### Close-up of the layout, run 1

Region (76, 67) to (101, 92) um. Cells in gray, sequential cells in the stronger gray; small squares are vias.
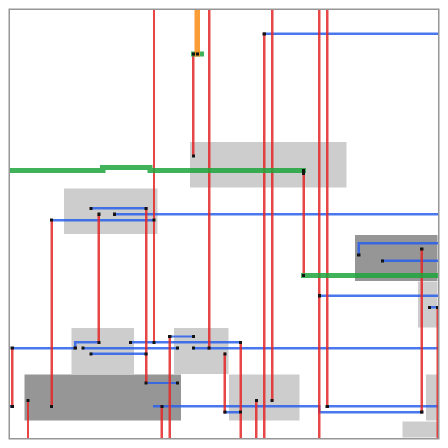
### Cells colored by class, run 1

Drawn at 2 px/um. Fill, decap, tap and diode cells in gray.
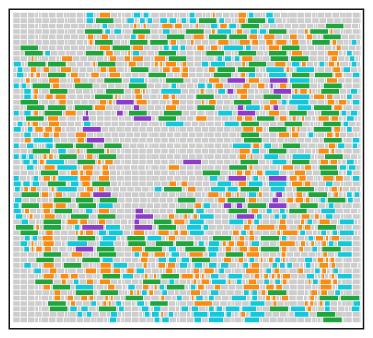
### Clock routing, run 1

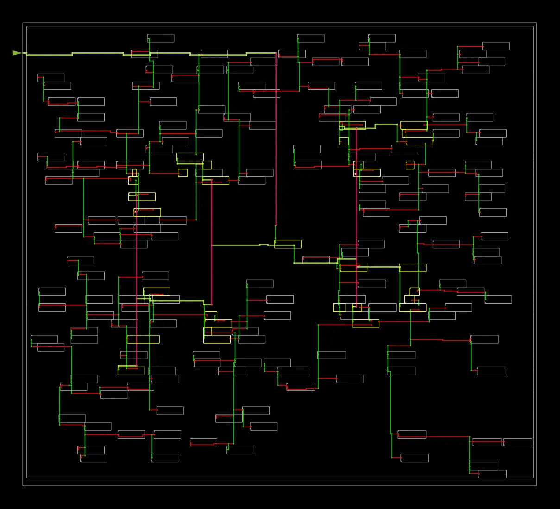
$ cat config.mk
export PLATFORM = sky130hd
export DESIGN_NAME = exmem_skid_stage
export DESIGN_NICKNAME = d
export VERILOG_FILES = /design/src/rtl/exmem_skid_stage.sv
export SDC_FILE = /design/constraint.sdc
export NUM_CORES = 1
export LEC_CHECK = 0
export ABC_AREA = 0
export ABC_CLOCK_PERIOD_IN_PS = 1600
export CAP_MARGIN = 20
export CELL_PAD_IN_SITES_DETAIL_PLACEMENT = 1
export CELL_PAD_IN_SITES_GLOBAL_PLACEMENT = 1
export CORE_ASPECT_RATIO = 0.9
export CORE_UTILIZATION = 28
export CTS_CLUSTER_DIAMETER = 30
export DETAILED_ROUTE_END_ITERATION = 8
export PLACE_DENSITY_LB_ADDON = 0.1
export SYNTH_ARGS = -nofsm -noshare
export SYNTH_HDL_FRONTEND = slang
export SYNTH_SLANG_ARGS = --single-unit
$ cat constraint.sdc
create_clock -name clk_i -period 1.6 [get_ports clk_i]
set_input_delay 0.32 -clock clk_i [delete_from_list [all_inputs] [get_ports clk_i]]
set_output_delay 0.32 -clock clk_i [all_outputs]
set_load 0.05 [all_outputs]
$ cat src/rtl/exmem_skid_stage.sv
// EX/MEM pipeline stage: output register plus one skid entry under a valid/ready
// handshake, with global stall, flush-to-bubble and a saturating bubble counter.
module exmem_skid_stage #(
   parameter int unsigned DATA_W = 32,
   parameter int unsigned REG_W  = 5,
   parameter int unsigned WB_W   = 2,
   parameter int unsigned M_W    = 2,
   parameter int unsigned CNT_W  = 16
) (
   input  logic              clk_i,
   input  logic              rst_i,
   input  logic              stall_i,
   input  logic              flush_i,
   input  logic              clr_cnt_i,
   input  logic              in_valid_i,
   output logic              in_ready_o,
   input  logic [WB_W-1:0]   in_wb_i,
   input  logic [M_W-1:0]    in_m_i,
   input  logic [DATA_W-1:0] in_alu_i,
   input  logic [DATA_W-1:0] in_wdata_i,
   input  logic [REG_W-1:0]  in_rd_i,
   output logic              out_valid_o,
   input  logic              out_ready_i,
   output logic [WB_W-1:0]   wb_o,
   output logic [M_W-1:0]    m_o,
   output logic [DATA_W-1:0] alu_o,
   output logic [DATA_W-1:0] wdata_o,
   output logic [REG_W-1:0]  rd_o,
   output logic [1:0]        occ_o,
   output logic [CNT_W-1:0]  bubble_cnt_o
);

   localparam int unsigned PAY_W = WB_W + M_W + DATA_W + DATA_W + REG_W;
   localparam logic [CNT_W-1:0] CNT_MAX = {CNT_W{1'b1}};

   logic             out_valid_q, out_valid_d;
   logic             skid_valid_q, skid_valid_d;
   logic [PAY_W-1:0] out_pay_q, out_pay_d;
   logic [PAY_W-1:0] skid_pay_q, skid_pay_d;
   logic [CNT_W-1:0] cnt_q, cnt_d;
   logic [PAY_W-1:0] in_pay;
   logic             in_fire, out_fire, out_adv;

   assign in_pay   = {in_wb_i, in_m_i, in_alu_i, in_wdata_i, in_rd_i};
   assign in_fire  = in_valid_i & in_ready_o;
   assign out_fire = out_valid_q & out_ready_i & ~stall_i;
   assign out_adv  = ~stall_i & (~out_valid_q | out_fire);

   // Entry movement: OUT refills from SKID first so ordering stays FIFO.
   always_comb begin
      out_valid_d  = out_valid_q;
      skid_valid_d = skid_valid_q;
      out_pay_d    = out_pay_q;
      skid_pay_d   = skid_pay_q;
      if (out_adv) begin
         if (skid_valid_q) begin
            out_valid_d  = 1'b1;
            out_pay_d    = skid_pay_q;
            skid_valid_d = in_fire;
            if (in_fire) skid_pay_d = in_pay;
         end else begin
            out_valid_d = in_fire;
            if (in_fire) out_pay_d = in_pay;
         end
      end else if (in_fire) begin
         skid_valid_d = 1'b1;
         skid_pay_d   = in_pay;
      end
      if (flush_i && !stall_i) begin
         out_valid_d  = 1'b0;
         skid_valid_d = 1'b0;
      end
   end

   // Bubble counter: clear wins, and is honoured even while stalled.
   always_comb begin
      cnt_d = cnt_q;
      if (clr_cnt_i) begin
         cnt_d = '0;
      end else if (!stall_i && !out_valid_q && cnt_q != CNT_MAX) begin
         cnt_d = cnt_q + CNT_W'(1);
      end
   end

   always_ff @(posedge clk_i or negedge rst_i) begin
      if (!rst_i) begin
         out_valid_q  <= 1'b0;
         skid_valid_q <= 1'b0;
         out_pay_q    <= '0;
         skid_pay_q   <= '0;
         cnt_q        <= '0;
      end else begin
         out_valid_q  <= out_valid_d;
         skid_valid_q <= skid_valid_d;
         out_pay_q    <= out_pay_d;
         skid_pay_q   <= skid_pay_d;
         cnt_q        <= cnt_d;
      end
   end

   assign in_ready_o   = ~skid_valid_q & ~stall_i;
   assign out_valid_o  = out_valid_q;
   assign wb_o         = out_valid_q ? out_pay_q[PAY_W-1 -: WB_W] : '0;
   assign m_o          = out_valid_q ? out_pay_q[PAY_W-WB_W-1 -: M_W] : '0;
   assign alu_o        = out_pay_q[2*DATA_W+REG_W-1 -: DATA_W];
   assign wdata_o      = out_pay_q[DATA_W+REG_W-1 -: DATA_W];
   assign rd_o         = out_pay_q[REG_W-1:0];
   assign occ_o        = 2'(out_valid_q) + 2'(skid_valid_q);
   assign bubble_cnt_o = cnt_q;

endmodule

==> impl_metrics.py, run 1 <==
# Generated from Yosys and OpenROAD reports
metrics = {
    "critical_path": {
        "crit_type": "flip-flop to output pin",
        "worst_path_dominant_cell_family": "flip-flops",
    },
    "logic_synthesis": {
        "xor_area_frac": 0,
        "yosys-top-cells-area": "dfrtp_1, mux2_1, mux2i_1, buf_4, a21oi_1",
        "top_area_cell": "dfrtp_1",
        "synth-compound-area-share": 0.0725,
        "top_area_frac": 0.535,
        "logic_family": "multiplexers",
        "flop_cell": "dfrtp_1",
    },
    "timing": {
        "max_freq_ghz": 0.572,
        "fin_ws_ns": -0.147,
        "finalCriticalPeriod_ns": 1.75,
        "setup_violations": 107,
    },
    "power": {
        "peakVddDrop_v": 0.000636,
        "intPower_mw": 10.1,
        "switchingPower_mw": 5.64,
    },
    "outcome": {
        "status": "finished, violations left",
        "failed_checks": "setup timing",
    },
    "floorplanning": {
        "io-pin-count": 173,
        "die_w_um": 176,
    },
    "clock_network": {
        "cts_tree": "built",
        "clock_sinks": 164,
    },
    "grt": {
        "overflow": 0,
        "grt.met1_usage": 0.209,
    },
    "cells_and_area": {
        "fillers": 2752,
        "final_nets": 942,
    },
}
## Picture notes: 'Close-up of the layout'
| layer | color |
|---|---|
| M1 | blue |
| M3 | green |
| M4 | orange |
| M2 | red |
sequential cells in the window: 2
most frequent: dfrtp_1 (2)
netlist names of flops here include: `skid_pay_q` (2)
cells with their middle in the window: 7

## Picture notes: 'Cells colored by class'
| class | color | cells | share of their area |
|---|---|---|---|
| registers | green | 164 | 35% |
| clock drivers and dummy loads | purple | 32 | 4.8% |
| remaining logic cells | orange | 391 | 31% |
| remaining buffers and delay cells | cyan | 286 | 29% |

## Picture notes: 'Clock routing'
clk pwr: 4.10 mW
Clock Skew: 0.0136 ns
Clock Latency Late Sink: 0.43 ns
number of clock buffers in the layout: 19

==> run 1: registers in the layout (all words and copies together) (netlist names) <==
| register | flops |
|---|---|
| bubble_cnt_o | 16 |
| out_valid_o | 1 |
| out_pay_q | 73 |
| skid_valid_q | 1 |
| skid_pay_q | 73 |
==> run 1: cells in the mapped netlist, types with 4 or more instances <==
cell	n
a21oi_1	84
and2_1	6
buf_2	30
buf_4	71
clkbuf_1	4
dfrtp_1	164
mux2_1	74
mux2i_1	74
nand2_1	6
nand4_1	4
nor2_1	77
nor2b_1	4
nor3_1	6
o21ai_0	5
o31ai_1	4
or3_1	8
### Clock wires, drivers and flops, run 1

Drawn at 3 px/um.
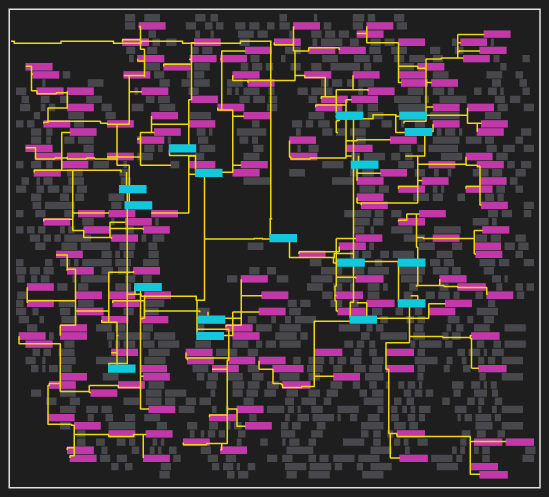

==> inputs of run 2 (changes only) <==
--- a/config.mk
+++ b/config.mk
@@ -14,7 +14,7 @@
 export CORE_UTILIZATION = 28
 export CTS_CLUSTER_DIAMETER = 30
 export DETAILED_ROUTE_END_ITERATION = 8
-export PLACE_DENSITY_LB_ADDON = 0.1
+export PLACE_DENSITY = 0.61
 export SYNTH_ARGS = -nofsm -noshare
 export SYNTH_HDL_FRONTEND = slang
 export SYNTH_SLANG_ARGS = --single-unit
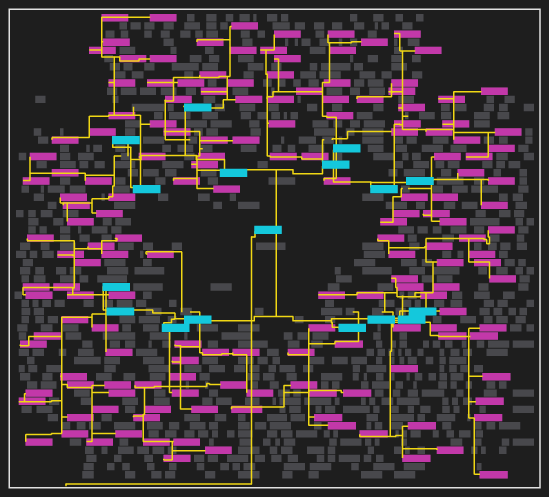
*Clock wires, drivers and flops, run 2*
Drawn at 3 px/um.
[clock wires] yellow | length: 2390 um
[flip-flops] magenta | count: 164
[clock-net drivers] cyan | count: 17
routed clock nets: 18
Clock power frac: 0.261
Clock Skew: 0.0120 ns
clk pwr: 4.25 mW

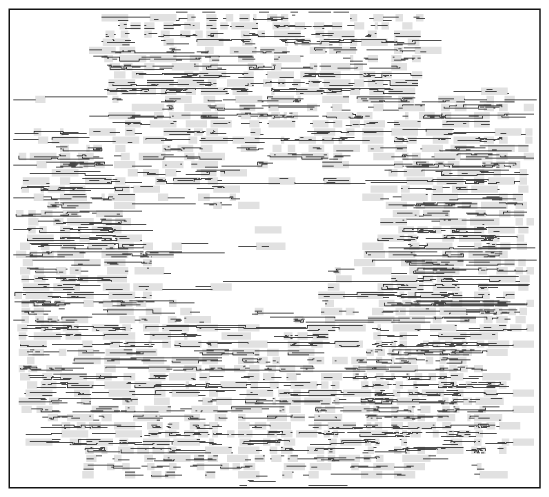
*Metal 1, run 2*
Drawn at 3 px/um.
longest straight run: 64.4 um
main direction: horizontal
wire length on this layer: 10200 um
nets with wire on the layer: 837
share of all routed wire: 43%

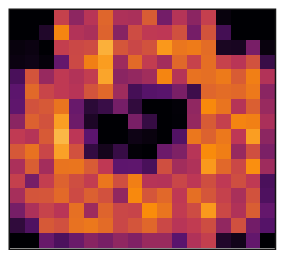
*Placement density heat map, run 2*
Drawn at 1.5 px/um. The die is cut into 18 by 16 equal tiles; black is low, pale yellow is high, 0 to 100% covered.
fullest tile: 85%
tiles over 75% full: 4.2%
nearly empty tiles: 9.7%
emptiest ninth of the die: center

==> run 2 against run 1 <==
The flow still finishes with violations (setup timing). Sequential share of layout area shrank 0.85 points. Total power grew 3.5%. Design area rose by 2.6%. Largest power group unchanged. Highest routed layer is now met5.
==> impl_metrics.py, run 2 <==
# Generated from Yosys and OpenROAD reports
metrics = {
    "clock_network": {
        "hold_buffers": 1,
        "clock_latency_ns": 0.43,
        "clock_sinks": 164,
        "cts_tree": "built",
    },
    "timing": {
        "max_freq_ghz": 0.560,
        "fin_ws_ns": -0.187,
        "finalCriticalPeriod_ns": 1.79,
        "setup_violations": 124,
    },
    "logic_synthesis": {
        "synthTopCellsByCount": "dfrtp_1, a21oi_1, nor2_1",
        "yosys-top-cells-area": "dfrtp_1, mux2_1, mux2i_1, buf_4, a21oi_1",
        "top_area_frac": 0.535,
        "most_common_cell": "dfrtp_1",
        "flop_cell": "dfrtp_1",
        "xor_area_frac": 0,
        "top_area_cell": "dfrtp_1",
        "logic_family": "multiplexers",
    },
    "grt": {
        "grt.met1_usage": 0.216,
        "overflow": 0,
    },
    "cells_and_area": {
        "fillers": 2727,
        "final_nets": 938,
    },
    "placed_design": {
        "dpl_cell_area_mm2": 0.0100,
    },
    "outcome": {
        "failed_checks": "setup timing",
        "status": "finished, violations left",
    },
    "power": {
        "peakVddDrop_v": 0.000775,
        "switchingPower_mw": 5.80,
    },
    "floorplanning": {
        "die_w_um": 176,
    },
}
run 2: cell count changes in the layout (fill, tap and decap cells not counted), moves of 9 or more:
cell	before	now
a21oi_1	33	6
a21oi_2	51	73
buf_12	46	55
nor2_1	34	24
nor2_2	23	12
nor2_4	20	41
run 2: cell type report:
| cell class | instances | area, um^2 | area share |
|---|---|---|---|
| flip-flops and latches | 164 | 4130 | 0.329 |
| multi-input cells | 388 | 3940 | 0.314 |
| repair buffers | 282 | 3440 | 0.274 |
| well taps | 354 | 443 | 0.0353 |
| clock buffers | 18 | 429 | 0.0342 |
| clock inverters | 14 | 171 | 0.0136 |
| inverters | 3 | 11.3 | 0.000897 |
Power is estimated from default activity; no workload was simulated.
